### src/rtl/apb_pkg.sv
// apb_pkg: shared FSM states, response record and constants for the APB manager.
package apb_pkg;
    localparam int APB_DATA_W = 32;
    localparam int APB_NO_TIMEOUT = 0;
    typedef enum logic [1:0] {IDLE, SETUP, ACCESS} apb_state_e;
    typedef struct packed {
        logic [APB_DATA_W-1:0] rdata;
        logic                  err;
        logic                  timeout;
    } apb_resp_t;
endpackage

### src/rtl/apb_if.sv
// apb_if: command/response stream plus APB bus signals between requester, manager and subordinate.
interface apb_if #(parameter int AddrWidth = 32, parameter int DataWidth = 32);
    logic                 reqValid, reqReady, reqWrite;
    logic [AddrWidth-1:0] reqAddr;
    logic [DataWidth-1:0] reqWData;
    logic                 respValid, respReady, respErr, respTimeout;
    logic [DataWidth-1:0] respRData;
    logic                 sel, enable, write, readyOut, subErr;
    logic [AddrWidth-1:0] addr;
    logic [DataWidth-1:0] wData, rData;
    modport master (
        input  reqValid, reqAddr, reqWData, reqWrite, respReady, rData, readyOut, subErr,
        output reqReady, respValid, respRData, respErr, respTimeout, sel, enable, addr, wData, write
    );
    modport slave (
        output reqValid, reqAddr, reqWData, reqWrite, respReady, rData, readyOut, subErr,
        input  reqReady, respValid, respRData, respErr, respTimeout, sel, enable, addr, wData, write
    );
endinterface

### src/rtl/apb_watchdog.sv
// apb_watchdog: loadable down-counter flagging the last permitted ACCESS wait cycle.
module apb_watchdog #(
    parameter int TimeoutCycles = 1
) (
    input  logic clk,
    input  logic nReset,
    input  logic start,
    input  logic tick,
    output logic expired
);
    localparam int CW = $clog2(TimeoutCycles + 1);
    logic [CW-1:0] cnt;
    always_ff @(posedge clk or negedge nReset)
        if (!nReset) cnt <= '0;
        else if (start) cnt <= CW'(TimeoutCycles - 1);
        else if (tick && cnt != '0) cnt <= cnt - 1'b1;
    assign expired = cnt == '0;
endmodule

### src/rtl/apb_manager.sv
// apb_manager: turns a valid/ready command stream into APB SETUP/ACCESS transfers with registered responses.
module apb_manager
    import apb_pkg::*;
#(
    parameter int AddrWidth     = 32,
    parameter int DataWidth     = 32,
    parameter int TimeoutCycles = APB_NO_TIMEOUT
) (
    input logic   clk,
    input logic   nReset,
    apb_if.master bus
);
    apb_state_e           state_q, state_d;
    apb_resp_t            resp_q, resp_d;
    logic                 resp_valid_q, write_q, wd_expired, req_fire, done, tmo;
    logic [AddrWidth-1:0] addr_q;
    logic [DataWidth-1:0] wdata_q;

    assign bus.reqReady = state_q == IDLE && (!resp_valid_q || bus.respReady);
    assign req_fire     = bus.reqValid && bus.reqReady;
    assign done         = state_q == ACCESS && bus.readyOut;
    assign tmo          = state_q == ACCESS && !bus.readyOut && wd_expired;

    if (TimeoutCycles != APB_NO_TIMEOUT) begin : g_wd
        apb_watchdog #(.TimeoutCycles(TimeoutCycles)) u_wd (
            .clk     (clk),
            .nReset  (nReset),
            .start   (state_q == SETUP),
            .tick    (state_q == ACCESS && !bus.readyOut),
            .expired (wd_expired)
        );
    end else begin : g_no_wd
        assign wd_expired = 1'b0;
    end

    always_comb begin
        state_d        = req_fire ? SETUP : state_q == SETUP ? ACCESS : (done || tmo) ? IDLE : state_q;
        resp_d.rdata   = (tmo || write_q) ? '0 : APB_DATA_W'(bus.rData);
        resp_d.err     = tmo || bus.subErr;
        resp_d.timeout = tmo;
    end

    always_ff @(posedge clk or negedge nReset)
        if (!nReset) begin
            state_q      <= IDLE;
            resp_q       <= '0;
            resp_valid_q <= 1'b0;
            addr_q       <= '0;
            wdata_q      <= '0;
            write_q      <= 1'b0;
        end else begin
            state_q <= state_d;
            if (req_fire) begin
                addr_q  <= bus.reqAddr;
                wdata_q <= bus.reqWData;
                write_q <= bus.reqWrite;
            end
            // a completion can only land once the previous response has been taken
            if (done || tmo) begin
                resp_valid_q <= 1'b1;
                resp_q       <= resp_d;
            end else if (bus.respReady) resp_valid_q <= 1'b0;
        end

    assign bus.sel         = state_q != IDLE;
    assign bus.enable      = state_q == ACCESS;
    assign bus.addr        = addr_q;
    assign bus.wData       = wdata_q;
    assign bus.write       = write_q;
    assign bus.respValid   = resp_valid_q;
    assign bus.respRData   = DataWidth'(resp_q.rdata);
    assign bus.respErr     = resp_q.err;
    assign bus.respTimeout = resp_q.timeout;
endmodule

### src/flat_wrapper.sv
// flat-port wrapper written by rule: the top's interface ports become plain ports
module apb_manager_flat import apb_pkg::*;
#(
    parameter int AddrWidth     = 32,
    parameter int DataWidth     = 32,
    parameter int TimeoutCycles = APB_NO_TIMEOUT
)
  (clk, nReset, bus_reqValid, bus_reqAddr, bus_reqWData, bus_reqWrite, bus_respReady, bus_rData, bus_readyOut, bus_subErr, bus_reqReady, bus_respValid, bus_respRData, bus_respErr, bus_respTimeout, bus_sel, bus_enable, bus_addr, bus_wData, bus_write);
  apb_if #(.AddrWidth(AddrWidth), .DataWidth(DataWidth)) bus_i ();
  input logic clk;
  input logic nReset;
  input wire logic [$bits(bus_i.reqValid)-1:0] bus_reqValid;
  input wire logic [$bits(bus_i.reqAddr)-1:0] bus_reqAddr;
  input wire logic [$bits(bus_i.reqWData)-1:0] bus_reqWData;
  input wire logic [$bits(bus_i.reqWrite)-1:0] bus_reqWrite;
  input wire logic [$bits(bus_i.respReady)-1:0] bus_respReady;
  input wire logic [$bits(bus_i.rData)-1:0] bus_rData;
  input wire logic [$bits(bus_i.readyOut)-1:0] bus_readyOut;
  input wire logic [$bits(bus_i.subErr)-1:0] bus_subErr;
  output wire logic [$bits(bus_i.reqReady)-1:0] bus_reqReady;
  output wire logic [$bits(bus_i.respValid)-1:0] bus_respValid;
  output wire logic [$bits(bus_i.respRData)-1:0] bus_respRData;
  output wire logic [$bits(bus_i.respErr)-1:0] bus_respErr;
  output wire logic [$bits(bus_i.respTimeout)-1:0] bus_respTimeout;
  output wire logic [$bits(bus_i.sel)-1:0] bus_sel;
  output wire logic [$bits(bus_i.enable)-1:0] bus_enable;
  output wire logic [$bits(bus_i.addr)-1:0] bus_addr;
  output wire logic [$bits(bus_i.wData)-1:0] bus_wData;
  output wire logic [$bits(bus_i.write)-1:0] bus_write;
  assign bus_i.reqValid = bus_reqValid;
  assign bus_i.reqAddr = bus_reqAddr;
  assign bus_i.reqWData = bus_reqWData;
  assign bus_i.reqWrite = bus_reqWrite;
  assign bus_i.respReady = bus_respReady;
  assign bus_i.rData = bus_rData;
  assign bus_i.readyOut = bus_readyOut;
  assign bus_i.subErr = bus_subErr;
  assign bus_reqReady = bus_i.reqReady;
  assign bus_respValid = bus_i.respValid;
  assign bus_respRData = bus_i.respRData;
  assign bus_respErr = bus_i.respErr;
  assign bus_respTimeout = bus_i.respTimeout;
  assign bus_sel = bus_i.sel;
  assign bus_enable = bus_i.enable;
  assign bus_addr = bus_i.addr;
  assign bus_wData = bus_i.wData;
  assign bus_write = bus_i.write;
  apb_manager #(.AddrWidth(AddrWidth), .DataWidth(DataWidth), .TimeoutCycles(TimeoutCycles)) u_core (.clk(clk), .nReset(nReset), .bus(bus_i));
endmodule
### config.mk
export PLATFORM = sky130hd
export DESIGN_NAME = apb_manager_flat
export DESIGN_NICKNAME = d
export VERILOG_FILES = /design/src/rtl/apb_pkg.sv /design/src/rtl/apb_if.sv /design/src/rtl/apb_watchdog.sv /design/src/rtl/apb_manager.sv /design/src/flat_wrapper.sv
export SDC_FILE = /design/constraint.sdc
export NUM_CORES = 1
export LEC_CHECK = 0
export CAP_MARGIN = 10
export CORE_MARGIN = 2
export CORE_UTILIZATION = 27
export DETAILED_ROUTE_END_ITERATION = 10
export PLACE_DENSITY_LB_ADDON = 0.12
export SKIP_LAST_GASP = 1
export SYNTH_ARGS = -nofsm -noshare
export SYNTH_HDL_FRONTEND = slang
export SYNTH_SLANG_ARGS = --single-unit
### constraint.sdc
create_clock -name clk -period 3.89 [get_ports clk]
set_clock_uncertainty 0.15 [all_clocks]
set_input_delay 0.778 -clock clk [delete_from_list [all_inputs] [get_ports clk]]
set_output_delay 0.778 -clock clk [all_outputs]
set_load 0.01 [all_outputs]
Routing congestion map:
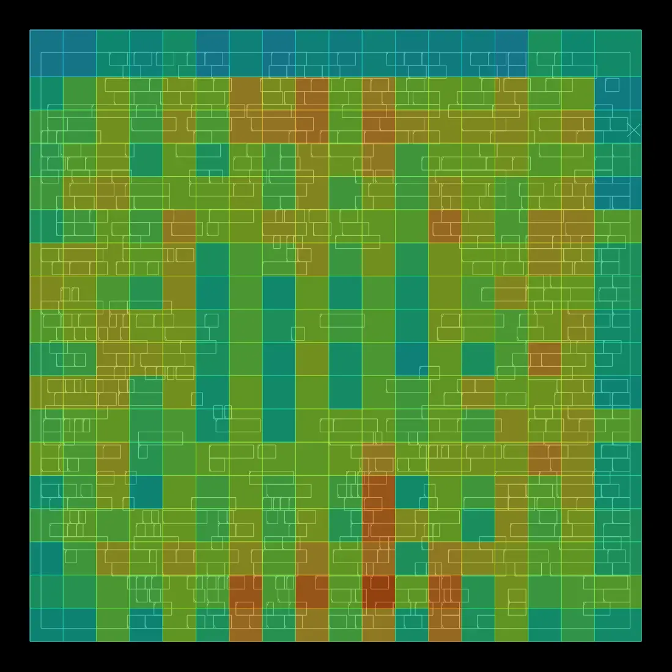
Tot GR Track Use: 12.8%
DR WL/cell: 14.8 microns
met1 Resource Use GR: 16.3%
grt met2 use: 19.7%

Signal metal coverage by tile:
Drawn at 3 px/micron. 25 x 25 tiles, from white (low) to dark blue (high), scaled to the fullest tile. Values are wire area over tile area, all layers added.
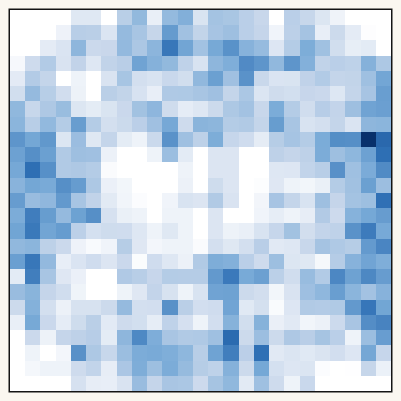
nearly empty tiles = 11%
mean over tiles = 0.10
tiles over half the peak = 14%
vias post-DR: 2,880
final WL: 10.1 mm

Logic cells by family:
Drawn at 3 px/micron.
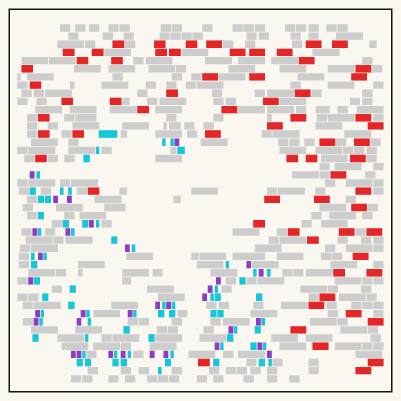
red -> multiplexers  # cells 66, where all over the die
purple -> inverting AOI/OAI gates  # cells 33
cyan -> NAND gates  # cells 70
Finished Layout Cells: 684
Commonest Layout Cell: clkdlybuf4s50_1
multi-input logic portion of the cell area: 21.9%

==> job_summary.md <==
### Flow metrics

| Metric | Value |
|---|---|
| Final setup vio count | 0 |
| Crit path from | bus_respReady |
| Synth area leaders | dfrtp_1 (62%), mux2_4 (14%), mux2_2 (7.4%) |
| Cell area power density | 317 nW/um^2 |
| Failing checks | DRC |
| Power, Total | 2.09 mW |
| Well Taps | 184 |
| Logic Gate Count | 173 |
| Post-DP HPWL | 7.28 mm |
| Die Width | 127 microns |
| Tool warnings | 26 |
| FF-to-FF setup slack | 2160 ps |
| RSZ-0062 raised after global routing | no |
| Cell area after synthesis | 4090 sq um |
| FP Util | 27.9% |
| Met3 usage | 5.74% |
| DRT met1 WL | 4.44 mm |
| Status | finished with violations |
| Buffers excl. clock | 209 |
| YS warnings | 0 |
| First-pass GRT wire length | 16.0 mm |
| Seq group | 1.05 mW |
| Pint | 1.66 mW |
| Combinational share of power | 6.4% |
| Worst Path Max Fanout | 3 |
| CTS Hold Bufs | 0 |
| Switching Share | 20.7% |
| Seq share, synth | 61.8% |
| Die Span Y | 127 microns |
| Post-Syn Area per Cell | 13.9 sq um |
| Final core occ | 45.1% |
| Vias per inst | 4.21 |
| Dpl ws | 808 ps |
| Busiest metal layer after global routing | met2 |
| Largest net degree at the start of global routing | 60 |
| # clk buffers | 10 |
| ANT cells | 0 |
| Min Hold Slack | 275 ps |
| Clock transition at the registers of the reported paths | 70 ps |
| DR pass1 iterations | 7 |
| Reg2reg path depth | 4 |
| Syn Nets | 396 |
| CTS sink count | 101 |
| Switching pwr | 0.433 mW |
| Late-Pin Clk Latency | 340 ps |
| Critical path type | input port to output port |
| Remaining DRCs | 1 |
| Chip area | 16,100 sq um |
| Routed Antenna Nets | 0 |
| Max-cap violation count | 0 |
| Share of layout cells above drive strength 1 | 18.0% |
| Top-area cell share | 61.8% |
| Vias in the first global route | 3,022 |
| Synth cell types | 18 |
| CTS tree | yes |
| Leading cell kind | sequential cells |
| Ys async rst share | 100% |
| CTS max path bufs | 2 |
| IO Pins | 206 |
| I/O Buffers | 204 |
| Root Driver | clkbuf_16 |
| Clock buf/inv share | 4.54% |
| CORE AREA | 14,600 sq um |
| Leak Pwr | 3.09 nW |
| PnR worst setup slack | 833 ps |
| TNS Setup | 0 ps |
| Top Metal Used | met4 |
| Synthesis area per yosys | 4090 sq um |
| Start of the worst register-to-register path | u_core.bus.respValid |
| Worst vdd ir | 0.000200 V |
| Initial DRC Count | 83 |
| CP arrival | 2130 ps |
| CTS Buf Count | 9 |
| Top cells excl fill/tap | clkdlybuf4s50_1 (203), dfrtp_1 (101), mux2_4 (39), nand2_1 (35), nand2b_1 (33) |
| Worst hold path type | input port to async pin |
| Min cycle time layout | 3060 ps |
| Final net count | 598 |
| Flops after synth | 101 |
| Clk power | 0.910 mW |
| Main power group | sequential cells |
worst max-delay path, stage by stage:
cell,delay [ps]
clkdlybuf4s50_1,450
nand2b_1,180
and2_1,160
clkdlybuf4s50_1,550
state kept, by name (all words and copies together), names as in the netlist:
register / cells
u_core.bus.addr: 32
u_core.bus.respErr: 1
u_core.bus.respRData: 32
u_core.bus.respValid: 1
u_core.bus.wData: 32
u_core.bus.write: 1
u_core.state_q: 2
per-stage QoR:
step / cells / instance area, sq um
CTS: 684 / 6610
global route: 684 / 6610
detailed placement: 668 / 6310
floorplan: 293 / 4090
global placement: 668 / 6310
finish: 684 / 6610
kinds of logic after synthesis:
logic type      after synthesis  synth area share [%]
simple gates                 73                  9.28
buf+inv                      19                  2.97
mux                          66                  21.8
flops                       101                  61.8
compound gates               33                  4.04
other cells                   1                0.0918
Power figures rest on the tool's default switching activity, not on a simulated workload.
